### config.mk
export PLATFORM = sky130hd
export DESIGN_NAME = lbist_tpg
export DESIGN_NICKNAME = d
export VERILOG_FILES = /design/src/rtl/lbist_tpg.sv
export SDC_FILE = /design/constraint.sdc
export NUM_CORES = 1
export LEC_CHECK = 0
export ABC_CLOCK_PERIOD_IN_PS = 1800
export CORE_UTILIZATION = 40
export DETAILED_ROUTE_END_ITERATION = 8
export DONT_BUFFER_PORTS = 1
export RECOVER_POWER = 100
export SETUP_SLACK_MARGIN = 0.02
export SLEW_MARGIN = 20
export SYNTH_ARGS = -nofsm -noshare
export SYNTH_HDL_FRONTEND = slang
export SYNTH_SLANG_ARGS = --single-unit
### constraint.sdc
create_clock -name clk -period 1.8 [get_ports clk]
set_input_delay 0.18 -clock clk [delete_from_list [all_inputs] [get_ports clk]]
set_output_delay 0.18 -clock clk [all_outputs]
set_load 0.005 [all_outputs]
### src/rtl/lbist_tpg.sv
// LFSR test pattern generator: emits a programmable-length burst of pseudo-random
// words over a valid/ready handshake and raises a sticky done flag when the burst completes.
module lbist_tpg #(
  parameter int              BITS    = 4,
  parameter logic [0:BITS-1] TAPS    = 4'b0011,
  parameter int              NUM_PAT = 15,
  parameter int              CNT_W   = 8
) (
  input  logic             clk,
  input  logic             rst_n,
  input  logic             start,
  input  logic             abort,
  input  logic [0:BITS-1]  seed,
  input  logic             pat_ready,
  output logic [0:BITS-1]  pat,
  output logic             pat_valid,
  output logic             busy,
  output logic             done,
  output logic [CNT_W-1:0] pat_cnt
);

  typedef enum logic [1:0] {
    IDLE = 2'd0,
    RUN  = 2'd1,
    DONE = 2'd2
  } state_t;

  state_t state_r;
  logic   xfer_s;

  // Fibonacci step: tapped bits fold into q[0], everything else shifts toward BITS-1.
  function automatic logic [0:BITS-1] lfsr_next(input logic [0:BITS-1] cur);
    logic fb;
    fb = ^(cur & TAPS);
    return {fb, cur[0:BITS-2]};
  endfunction

  // An all-zero seed would lock the LFSR, so it is replaced by a single set bit.
  function automatic logic [0:BITS-1] seed_load(input logic [0:BITS-1] s);
    logic [0:BITS-1] v;
    if (s == {BITS{1'b0}}) begin
      v          = {BITS{1'b0}};
      v[BITS-1]  = 1'b1;
    end else begin
      v = s;
    end
    return v;
  endfunction

  // Handshake completion on the registered valid.
  always_comb begin
    xfer_s = 1'b0;
    if (pat_valid && pat_ready) begin
      xfer_s = 1'b1;
    end else begin
      xfer_s = 1'b0;
    end
  end

  // Burst control FSM; pat itself is the LFSR state register.
  always_ff @(posedge clk or negedge rst_n) begin
    if (!rst_n) begin
      state_r   <= IDLE;
      pat       <= {BITS{1'b0}};
      pat_valid <= 1'b0;
      busy      <= 1'b0;
      done      <= 1'b0;
      pat_cnt   <= {CNT_W{1'b0}};
    end else if (abort) begin
      // A transfer landing in the abort cycle still counts.
      if (xfer_s) begin
        pat_cnt <= pat_cnt + CNT_W'(1);
        pat     <= lfsr_next(pat);
      end
      state_r   <= IDLE;
      pat_valid <= 1'b0;
      busy      <= 1'b0;
      done      <= 1'b0;
    end else begin
      case (state_r)
        IDLE, DONE: begin
          if (start) begin
            pat       <= seed_load(seed);
            pat_cnt   <= {CNT_W{1'b0}};
            done      <= 1'b0;
            busy      <= 1'b1;
            pat_valid <= 1'b1;
            state_r   <= RUN;
          end
        end
        RUN: begin
          if (xfer_s) begin
            pat_cnt <= pat_cnt + CNT_W'(1);
            pat     <= lfsr_next(pat);
            if (pat_cnt == CNT_W'(NUM_PAT - 1)) begin
              state_r   <= DONE;
              pat_valid <= 1'b0;
              busy      <= 1'b0;
              done      <= 1'b1;
            end
          end
        end
        default: begin
          state_r   <= IDLE;
          pat_valid <= 1'b0;
          busy      <= 1'b0;
          done      <= 1'b0;
        end
      endcase
    end
  end

endmodule
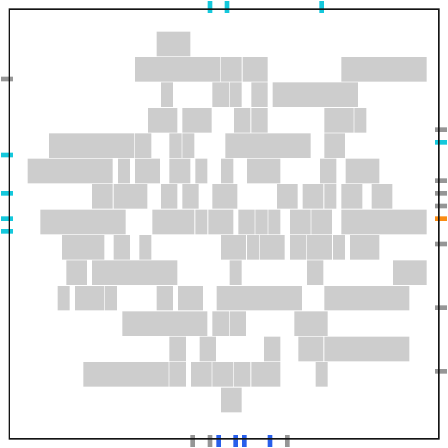
Figure 1: run 1, I/O pins on the die edge.
Pins as bars across the die edge, other pins in grey.
colour	port	pins	direction	edge
cyan	pat_cnt	8	output	4 west, 3 north, 1 east
blue	seed	4	input	south
orange	abort	1	input	east
all pins by edge	9 east, 7 south, 5 west, 3 north
die span in y: 45.8 µm
overall die width: 45.8 µm

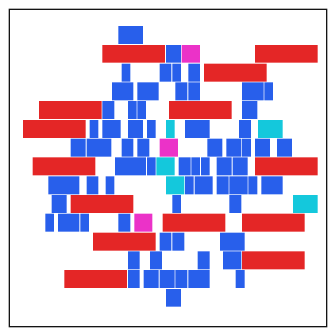
Figure 2: run 1, cell classes on the final placement.
colour	class	cells	share of their area
red	registers	14	43%
magenta	clock-net drivers	3	2.8%
blue	remaining logic cells	68	49%
cyan	remaining buffers and delay cells	5	4.8%
utilization after layout: 0.479
Floorplan Core Area: 1760 µm²
final standard cell area without fillers: 846 µm²
sequential cell area share: 0.414
Core Rows: 15

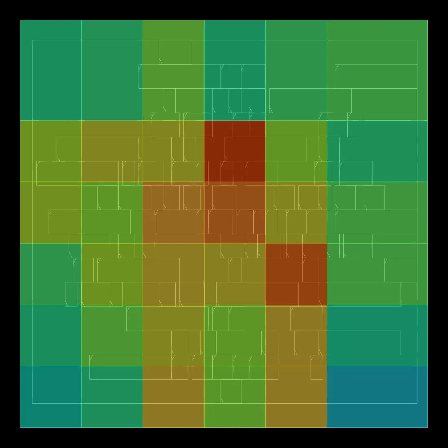
Figure 3: run 1, congestion heat map.
GR Util met2: 0.283
global routing usage on met1: 0.244
GRT Total Usage: 0.189
busiest layer in global routing: met2
WL/cell: 14.7 µm

==> summary.txt, run 1 <==
Physical implementation.

- In the hold timing report, the worst path depth is 2.
- The source of the worst hold timing path is seed[0].
- After floorplanning, the die was sized to cover 2100 µm².
- The most common logic cells in the final layout are dfrtp_1 (14), nand2_1 (8), nand3_1 (6), a21oi_1 (6), nor2_1 (6).
- The prevailing logic family in the synthesized netlist is simple AND/OR/NAND/NOR gates.
- The count of max-cap constraint violations is 0.
- Looking at the critical path, the highest net fanout was 9.
- The final timing report lists clock skew as 0.00883 ns.
- At the worst endpoint, the required time is 2.01 ns.
- The CTS log lists the clock sinks for this run as 14.
- The most common logic cell in the routed design is dfrtp_1.
- The category of the worst setup path capture point is a flop.
- Of all cell types, the one taking the most synthesized area is dfrtp_1.
- The signal on the critical path passes through nand2b_1 -> a311o_1 -> or3_1 -> a21oi_1.
- 64 cells are multi-input combinational gates.
- The cell at the root of the clock tree is clkbuf_4.
- Counting every net in the synthesized netlist gives 94.
- The worst IR drop on VDD is 0.584 mV.
- The flow ran to the end, and the final reports show no timing, DRC or antenna violations.
- Total power normalized to cell area comes to 918 nW/µm².
- The total cells reported by yosys after synthesis is 83.
- The number of cells in the finished layout apart from fillers is 115.
- The placement stage leaves a total instance area of 813 µm².
- Hold analysis lists the worst path endpoint as pat[0]$_DFFE_PN0P_.
- The standby leakage power is 0.370 nW.
- The fraction of cell area in non-clock buffers is 0.0459.
- Summed over all layers, the routed wires come to 1690 µm.
- Clock-pin slew was measured on the worst setup and hold paths at 0.09 ns.
- Of the total synthesized cell area, the portion taken by full adders, half adders and majority gates is 0.0326.
- The startpoint type of the worst setup path is a flop.
- The flip-flop count of the largest register, all copies and words added is 8.
- The highest layer touched by signal routing is met4.
- The fraction of registers with async set or reset after synthesis is 1.00.
- Endpoints failing hold in the final report were tallied at 0.
- The share of the core area taken by cells at floorplan is 0.435.
- The floorplan report gives the top-level pin count as 24.
- The final antenna diode tally reported by the flow is 0.
- The count of buffers added on input and output ports is 0.
- The fraction of cell area in multi-input combinational cells is reported as 0.459.
- The multiplexer fraction of the synthesized cell area is 0.0392.
- The gate count of the mapped netlist is 83.
- CTS added clock buffers totalling 3.
- Clock latency on the worst-skew pair, taken at its later pin, is 0.28 ns.
- CTS reports a maximum clock tree buffer depth of 2.
- The share of the Yosys chip area taken by registers is 0.457.
- The number of synthesized flops with an enable pin is 0.
- The commonest cells after synthesis are dfrtp_1 (14), nand2_1 (8), a21oi_1 (6), nand3_1 (6), nor2_1 (6).
- The plain and repair buffers instantiated in the layout total 5.
- The reg-to-reg endpoint is pat_cnt[5]$_DFFE_PN0P_.
- Looking at the reg2reg group, the worst path starts from state_r[0]$_DFFE_PN0P_.
[run 1: power breakdown]
group | internal [mW] | switching (mW) | leakage [nW]
logic | 0.0766 | 0.0830 | 0.175
clock network | 0.0776 | 0.0982 | 0.0138
registers | 0.364 | 0.0776 | 0.181
total | 0.518 | 0.259 | 0.370
[run 1: metrics by stage]
stage	hold WS [ns]	power [mW]	setup WS, ns	utilization
final	0.154	0.777	0.150	0.479
after CTS	0.142	0.792	0.163	0.485
after detailed placement	-0.115	0.602	0.162	0.461
after global placement	-0.115	0.598	0.217	0.461
after global routing	0.167	0.838	0.0639	0.479
after floorplan	-0.116	0.557	0.299	-
[run 1: routing by layer]
layer,global-route usage,vias to the layer above
met5,0,-
met4,0.0882,0
met3,0.0675,4
met2,0.283,21
met1,0.244,301
li1,-,313
Figure 4. Routed clock nets over the placement (run 1).
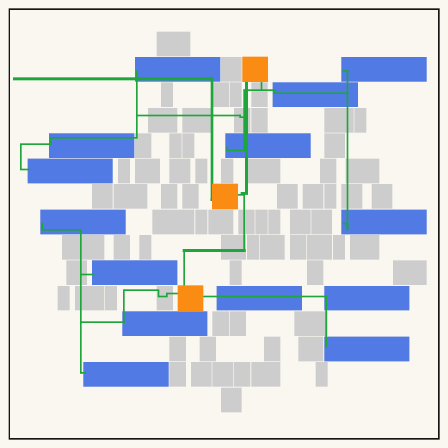

==> inputs of run 2 (changes only) <==
Settings changed: SETUP_SLACK_MARGIN 0.02 to 0.15.
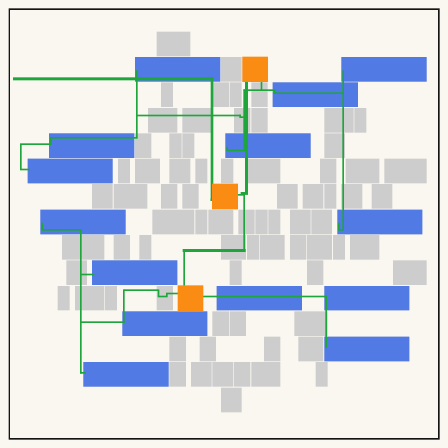
Figure 5: run 2, routed clock nets over the placement.
[orange] clock-net drivers | count: 3
[green] clock wires | length: 201 µm
[blue] flip-flops | count: 14
flops lie	all over the die
routed clock nets	4
Worst-Skew Late Latency: 0.28 ns
Fin Clk Skew: 0.00828 ns
clock network power: 0.175 mW

==> run 2 against run 1 <==
  * Utilization grew 0.71 points
  * Cell area grew 1.5%
  * First-iteration DRC count is the same
  * Highest routed layer unchanged
==> summary.txt, run 2 <==
Physical implementation.

- The run finished with clean final reports.
- The initial core utilization came to 0.435 (unchanged).
- The met1 capacity usage during global routing was 0.244 (unchanged).
- The logic gate share of total power is 0.211 (+0.006).
- STA lists the startpoint of the worst register-to-register path as state_r[0]$_DFFE_PN0P_.
- The register share of the cell area is 0.408 (-0.00604).
- The category of the worst setup path capture point is a flop.
- The total cells reported by yosys after synthesis came to 83 (unchanged).
- The wire length reported by the detailed router is 1700 µm (+0.53%).
- The most common logic cells in the final layout are dfrtp_1 (14), nand2_1 (8), nand3_1 (6), a21oi_1 (6), nor2_1 (6).
- The most crowded layer after global routing is met2.
- The area share of fa/ha/maj cells after synthesis is 0.0326 (unchanged).
- The post-route worst hold slack was 0.154 ns (unchanged).
- The horizontal die size is 45.8 µm (unchanged).
- The routing usage on met2 is 0.283 (unchanged).
- The most common logic cell in the final layout is dfrtp_1.
- The logic gate fraction of the total cell area is 0.452 (-0.00668).
- The antenna diode count is 0 (unchanged).
- STA classifies the critical path startpoint as a flop.
- The fraction of registers with async set or reset after synthesis is 1.00 (unchanged).
- The standby leakage power was 0.387 nW (+4.5%).
- The switching portion of total power came to 0.332 (-0.00130).
- Ranked by instance count, the synthesized netlist is headed by dfrtp_1 (14), nand2_1 (8), a21oi_1 (6), nand3_1 (6), nor2_1 (6).
- The post-detailed-placement cell area is 813 µm² (unchanged).
- The gate count of the mapped netlist is 83 (unchanged).
- The count of multi-input combinational gates is 64 (unchanged).
- The proportion of power drawn by flip-flops and latches was 0.565 (-0.003).
- The source of the worst hold timing path is seed[0].
- Summed over all instances, the cell type with the most area after synthesis is dfrtp_1.
- The net switching power is 0.259 mW (about the same).
- Looking at the clock tree report, the root buffer type is clkbuf_4.
- Routed signal wires occupy layers up through met4.
- The least setup slack across all paths after layout is 0.172 ns (+0.0223 ns).
- The flip-flop count of the largest register, all copies and words added was 8 (unchanged).
- The synthesis run identifies the leading combinational cell family as simple AND/OR/NAND/NOR gates.
- The share of power burned in the clock network is 0.225 (about the same).
-- run 2: cell counts after synthesis --
Identical to the previous run, type by type.
-- run 2: final timing paths --
kind,to,slack (ns),depth (start not counted)
min,pat[0]$_DFFE_PN0P_,0.15,2
max reg2reg,pat_cnt[5]$_DFFE_PN0P_,0.17,4
min in group asynchronous,state_r[0]$_DFFE_PN0P_,0.37,1
min reg2reg,pat_cnt[6]$_DFFE_PN0P_,0.55,1
max,pat_cnt[5]$_DFFE_PN0P_,0.17,4
max in group asynchronous,pat[1]$_DFFE_PN0P_,1.00,1
-- run 2: worst register-to-register path: cells and delay by family (launching register included) --
family           cells  cell delay [ns]
flip-flops           1             0.48
AND-OR/OR-AND        2             0.52
AND/OR/NAND/NOR      2             0.56
Figure 6. I/O pins on the die edge (run 2).
Pins as bars across the die edge, other pins in grey.
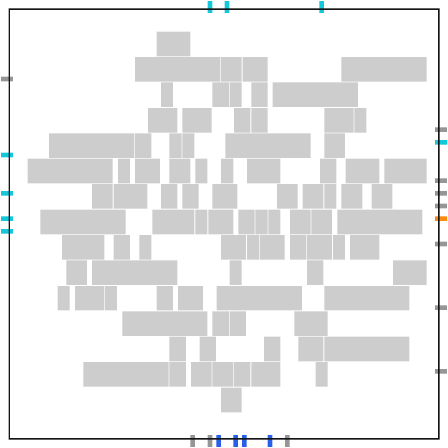

==> inputs of run 3 (changes only) <==
--- a/config.mk
+++ b/config.mk
@@ -9,2 +9,3 @@
 export CORE_UTILIZATION = 40
+export CTS_BUF_LIST = sky130_fd_sc_hd__clkbuf_4
 export DETAILED_ROUTE_END_ITERATION = 8
--- a/constraint.sdc
+++ b/constraint.sdc
@@ -3,2 +3,2 @@
 set_output_delay 0.18 -clock clk [all_outputs]
-set_load 0.005 [all_outputs]
+set_load 0.01 [all_outputs]
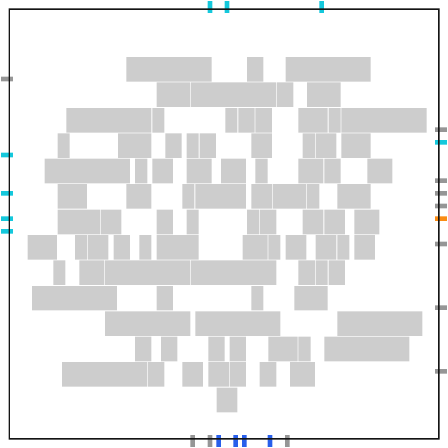
Figure 7: run 3, I/O pins on the die edge.
Pins as bars across the die edge, other pins in grey.
colour	port	pins	direction	edge
cyan	pat_cnt	8	output	4 west, 3 north, 1 east
orange	abort	1	input	east
blue	seed	4	input	south
all pins by edge	9 east, 7 south, 5 west, 3 north
buffers added on ports: 0

==> run 3 against run 2 <==
  * Sequential power rose by 4%
  * Via count rose by 1.9%
  * Sequential cell count did not move
  * First-iteration DRC count rose by 43%
  * Critical path type unchanged
  * Die size did not move
  * Cell area fell by 0.29%
  * Sequential share of layout area rose by 0.12 points
  * Global-route usage rose by 1.2 points
  * Setup slack got worse by 0.0099 ns
  * Critical path depth did not move
  * Synthesized area did not move
==> summary.txt, run 3 <==
Physical implementation.

- The run finished with clean final reports.
- The final setup skew was 0.00310 ns (-0.00518 ns).
- The met1 capacity usage during global routing was 0.291 (+0.0473).
- The area share of fa/ha/maj cells after synthesis is 0.0326 (unchanged).
- The least setup slack across all paths after layout is 0.162 ns (-0.00989 ns).
- The endpoint of the worst hold path is reported as pat_cnt[2]$_DFFE_PN0P_.
- The gate count of the mapped netlist came to 83 (unchanged).
- The critical path endpoint is pat_cnt[5]$_DFFE_PN0P_.
- The proportion of power drawn by flip-flops and latches came to 0.558 (-0.007).
- The post-detailed-placement cell area is 806 µm² (-0.92%).
- The startpoint type of the worst setup path is a flop.
- The launching point of the worst reg2reg path is state_r[1]$_DFFE_PN0P_.
- By count the netlist is led by dfrtp_1 (14), nand2_1 (8), a21oi_1 (6), nand3_1 (6), nor2_1 (6).
- The reg-to-reg endpoint is pat_cnt[5]$_DFFE_PN0P_.
- Ranking logic cells in the layout by count gives the top entries dfrtp_1 (14), nand2_1 (8), nand3_1 (6), a21oi_1 (6), nor2_1 (6).
- The standby leakage power is 0.373 nW (-3.6%).
- The category of the worst setup path capture point is a flop.
- The logic gate share of total power came to 0.210 (about the same).
- The initial core utilization came to 0.435 (unchanged).
- Counting only logic cells after layout, the most numerous master is dfrtp_1.
- The cell at the root of the clock tree is clkbuf_4.
- The number of cells traversed by the worst hold path is 2 (unchanged).
- The share of power burned in the clock network is 0.232 (+0.007).
- The uppermost layer routed is met4.
- The post-route worst hold slack is 0.0768 ns (-0.0770 ns).
- The net switching power is 0.293 mW (+13%).
- The switching portion of total power is 0.358 (+0.0262).
- The antenna diode count was 0 (unchanged).
- The fraction of registers with async set or reset after synthesis is 1.00 (unchanged).
==> run 3: cell counts after synthesis <==
Identical to the previous run, type by type.
==> run 3: repair_timing <==
action	CTS	global route
endpoints found under the setup margin	0	2
gates resized	0	4
hold buffers	2	0
setup buffers	0	1
hold endpoints to repair	15	0
==> run 3: layout make-up <==
| type | count | share of cell area |
|---|---|---|
| flip-flops and latches | 14 | 0.409 |
| well taps | 25 | 0.0365 |
| repair buffers | 5 | 0.0453 |
| clock buffers | 3 | 0.0263 |
| clock inverters | 1 | 0.00439 |
| multi-input cells | 64 | 0.461 |
| inverters | 4 | 0.0175 |
==> run 3: critical path: cells and delay by family, from the launching register on <==
kind	cells	cell delay, ns
AOI/OAI and AO/OA	2	0.54
DFF	1	0.45
and+or+nand+nor	2	0.58
Power is estimated from default activity; no workload was simulated.
